--- config.mk ---
export PLATFORM = sky130hd
export DESIGN_NAME = intr_ctrl
export DESIGN_NICKNAME = d
export VERILOG_FILES = /design/src/rtl/intr_ctrl.sv
export SDC_FILE = /design/constraint.sdc
export NUM_CORES = 1
export LEC_CHECK = 0
export CAP_MARGIN = 20
export CORE_MARGIN = 2
export CORE_UTILIZATION = 35
export DETAILED_ROUTE_END_ITERATION = 7
export SLEW_MARGIN = 5
export SYNTH_ARGS = -nofsm -noshare
export SYNTH_HDL_FRONTEND = slang
export SYNTH_SLANG_ARGS = --single-unit
--- constraint.sdc ---
create_clock -name clk -period 4.3 [get_ports clk]
set_clock_uncertainty 0.15 [all_clocks]
set_input_delay 0.86 -clock clk [delete_from_list [all_inputs] [get_ports clk]]
set_output_delay 0.86 -clock clk [all_outputs]
set_load 0.1 [all_outputs]
--- src/rtl/intr_ctrl.sv ---
// Interrupt controller: edge-latched requests, priority arbitration,
// pipeline take handshake and a nesting stack restored by eret.
module intr_ctrl #(
    parameter logic [31:0] VEC_BASE   = 32'h0000_0100,
    parameter logic [31:0] VEC_STRIDE = 32'h0000_0010,
    parameter int          DEPTH      = 4
) (
    input  logic        clk,
    input  logic        rst,
    input  logic [3:0]  intr_req,
    input  logic [31:0] sta_in,
    input  logic [31:0] pc_commit,
    input  logic        pipe_ready,
    input  logic        eret,
    output logic        irq_out,
    output logic        intr_take,
    output logic [31:0] intr_vector,
    output logic [31:0] ret_pc,
    output logic        eret_done,
    output logic [31:0] sta_out,
    output logic        sta_write,
    output logic [3:0]  pending,
    output logic [2:0]  depth
);

    localparam int AW = (DEPTH > 1) ? $clog2(DEPTH) : 1;

    typedef enum logic {IDLE, WAIT} state_t;

    state_t      state, state_nx;
    logic [3:0]  prev_req, pend_q, elig, low;
    logic [2:0]  depth_q, top;
    logic [1:0]  win;
    logic        can_go, eret_ok, take;
    logic [1:0]  lvl_q [DEPTH];
    logic [3:0]  msk_q [DEPTH];
    logic [31:0] epc_q [DEPTH];
    logic        unused_sta;

    assign unused_sta = ^sta_in[31:8];
    assign elig       = pend_q & sta_in[3:0];

    always_comb begin
        win = 2'd0;
        priority case (1'b1)
            elig[3]: win = 2'd3;
            elig[2]: win = 2'd2;
            elig[1]: win = 2'd1;
            default: win = 2'd0;
        endcase
    end

    assign can_go  = (elig != 4'd0) && (depth_q < 3'(DEPTH));
    assign eret_ok = rst && eret && (depth_q != 3'd0);
    // eret always has priority over a take in the same cycle
    assign take    = rst && (state == WAIT) && can_go
                     && pipe_ready && !eret_ok;
    assign top     = depth_q - 3'd1;
    assign low     = 4'((5'd2 << win) - 5'd1);

    always_comb begin
        irq_out     = rst && (state == WAIT);
        intr_take   = 1'b0;
        intr_vector = 32'd0;
        sta_write   = 1'b0;
        sta_out     = 32'd0;
        eret_done   = 1'b0;
        ret_pc      = 32'd0;
        if (eret_ok) begin
            sta_write = 1'b1;
            eret_done = 1'b1;
            ret_pc    = epc_q[top[AW-1:0]];
            sta_out   = {24'd0,
                         sta_in[7:4] & ~(4'd1 << lvl_q[top[AW-1:0]]),
                         msk_q[top[AW-1:0]]};
        end else if (take) begin
            intr_take   = 1'b1;
            intr_vector = VEC_BASE + 32'(win) * VEC_STRIDE;
            sta_write   = 1'b1;
            // mask the taken level and every level below it
            sta_out     = {24'd0,
                           sta_in[7:4] | (4'd1 << win),
                           sta_in[3:0] & ~low};
        end
    end

    always_comb begin
        state_nx = state;
        unique case (state)
            IDLE:    if (can_go && !eret_ok) state_nx = WAIT;
            WAIT:    if (eret_ok || !can_go || pipe_ready) state_nx = IDLE;
            default: state_nx = IDLE;
        endcase
    end

    always_ff @(posedge clk) begin
        if (!rst) begin
            state    <= IDLE;
            prev_req <= 4'd0;
            pend_q   <= 4'd0;
            depth_q  <= 3'd0;
        end else begin
            state    <= state_nx;
            prev_req <= intr_req;
            // a fresh edge beats the take clear on the same level
            pend_q   <= (pend_q & ~(take ? (4'd1 << win) : 4'd0))
                        | (intr_req & ~prev_req);
            if (eret_ok)
                depth_q <= top;
            else if (take)
                depth_q <= depth_q + 3'd1;
        end
    end

    always_ff @(posedge clk) begin
        if (take) begin
            lvl_q[depth_q[AW-1:0]] <= win;
            msk_q[depth_q[AW-1:0]] <= sta_in[3:0];
            epc_q[depth_q[AW-1:0]] <= pc_commit;
        end
    end

    assign pending = pend_q;
    assign depth   = depth_q;

endmodule

==> images/layers.png <==
Two of the layers only.
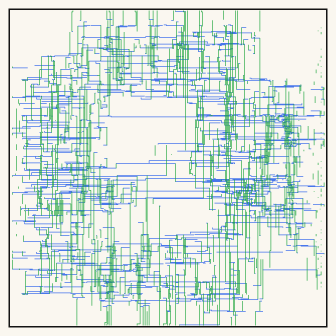
Blue stands for M1, wire length 5970 um. Green stands for M2, wire length 6670 um.
Post-Route WL: 13500 um
DR WL/cell: 17.37 um
Total GRT Usage: 0.1364
routed via count: 3600

==> images/closeup.png <==
Region (16, 88) to (56, 128) um. Cells in gray, sequential cells in the stronger gray; small squares are vias.
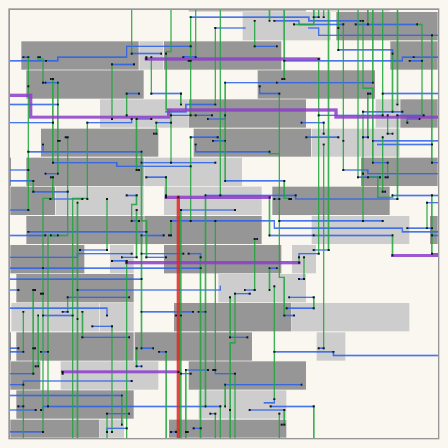
Green stands for M2. Purple stands for M3. Blue stands for M1. Red stands for M4.
Sequential cells in the window: 23. 42 logic cells have their middle in the window. Netlist names of flops here include epc_q (23). Most frequent: edfxtp_1 (23), mux4_2 (7), and2_1 (5).

## stage by stage
stage          cells  total power [uW]  setup WS (ns)  TNS (ns)
2_1_floorplan    436              3474        -0.1128   -0.1128
3_3_place_gp     746              4032         0.4279         0
3_5_place_dp     746              4036         0.3981         0
4_1_cts          777              5610         0.3901         0
5_1_grt          777              5759         0.2927         0
6_report         777              5544         0.4140         0
## tightest hold or removal path, stage by stage (launching register included)
cell     delay, ns
dfxtp_1       0.30
inv_1         0.04
a32o_1        0.11
## registers in the layout (all words and copies together) (netlist names)
register	count
depth	3
epc_q	128
lvl_q	8
msk_q	16
pending	4
prev_req	4
state	1
## final timing paths
| kind | startpoint | end | slack (ns) | cells past startpoint |
|---|---|---|---|---|
| setup / recovery | sta_in[2] | sta_out[5] | 0.41 | 7 |
| hold / removal | prev_req[1]$_SDFF_PN0_ | pending[1]$_SDFF_PN0_ | 0.33 | 2 |
| setup reg to reg | depth[0]$_SDFFE_PN0P_ | msk_q[3][3]$_DFFE_PP_ | 1.72 | 4 |
| hold reg to reg | prev_req[1]$_SDFF_PN0_ | pending[1]$_SDFF_PN0_ | 0.33 | 2 |
## power breakdown
part	switching [uW]	total, uW	internal [uW]
Clock	599	1570	971
Sequential	59.5	1840	1780
Combinational	1360	2130	769
## cell families after synthesis
family,count (synthesis),synth area share
and+or+nand+nor,69,0.06273
DFF,164,0.6941
other,1,0.0005418
adders and majority gates,5,0.009038
muxes,40,0.1265
AOI/OAI and AO/OA,26,0.03254
buffers and inverters,79,0.07448
## layer usage
metal | GRT usage | vias to the layer above
li1 | - | 1607
met1 | 0.1741 | 1834
met2 | 0.2292 | 147
met3 | 0.03377 | 12
met4 | 0.04497 | 0
met5 | 0 | -
==> run summary <==
Synth Flop Type: edfxtp_1
logic area: 1896 um2
wl on met1: 5967 um
Peak VDD IR: 0.3688 mV
Post-synth EDFFs: 152
Hold Crit Class: register to register
io pins: 179
startpoint class of the critical path: input port
DRT Pass-1 Iters: 4
largest net degree at the start of global routing: 39
metal3 WL: 702 um
Initial Utilization: 0.3556
CTS tree: yes
Max-Cap Viols: 0
CTS buffer count: 17
Site Rows: 51
DR top layer: met4
Leakage Power: 0.003173 uW
Layout Utilization: 0.4775
number of clock buffers in the layout: 19
syn_area_per_cell: 18.03 um2
FF+latch area: 4813 um2
synth cell count leaders: edfxtp_1 (152), buf_4 (55), and2_1 (43), mux4_2 (38), dfxtp_1 (12)
CTS Sinks: 164
final antenna-violating net count: 0
root buffer cell: clkbuf_16
DR DRC count: 0
final hold violations: 0
non-clk buf share: 0.1723
Worst EP required: 3.29 ns
number of logic gates: 193
crit-path leading delay family: buffers and inverters
CP Buf/Inv Count: 3
WP data arrival: 2.88 ns
sequential share of the synthesized area: 0.6941
maximum clock frequency: 257.3 MHz
Log Warnings: 55
CP peak stage delay: 0.57 ns
die width: 144.6 um
worst-path fanout max: 8
dpl cell area: 8680 um2
crit end category: output pin
most frequent logic cell in the layout: edfxtp_1
vias per cell: 4.633
GPL Wtd Cong: 0.7221
Yosys Chip Area: 6922 um2
Yosys top cell by area: edfxtp_1
Finished Cell Area: 9293 um2
unrepaired setup endpoints after global routing: false
yosys cell count: 384
fin. max-slew vios: 0
number of global-route vias before repair: 3725
Mapped Area: 6922 um2
worst skew pair latency: 0.42 ns
cell count after synthesis: 384
Comb area share: 0.2040
worst-margin pin slew: 1.016 ns
hold slack: 0.3278 ns
CTS resizes: 0
yosys warns: 0
power density over the cells: 596.6 nW/um2
share of post-route cells with drive strength above 1: 0.3027
slowest CP cell: clkdlybuf4s50_1
CP Cell Sequence: clkdlybuf4s50_1, a22oi_4, inv_2, nor4_4, a31oi_1, nor3_4, buf_12
status: finished, final reports clean
Seq Cell Count: 164
Tap Cells: 265
core outline area: 19460 um2
die area: 20920 um2
top-count cell post-synth: edfxtp_1
Die H: 144.6 um
clock-pin slew on the worst setup and hold paths: 0.06 ns
Synthesized registers: 164
share of the synthesized area in the top cell type: 0.6594
Power is estimated from default activity; no workload was simulated.
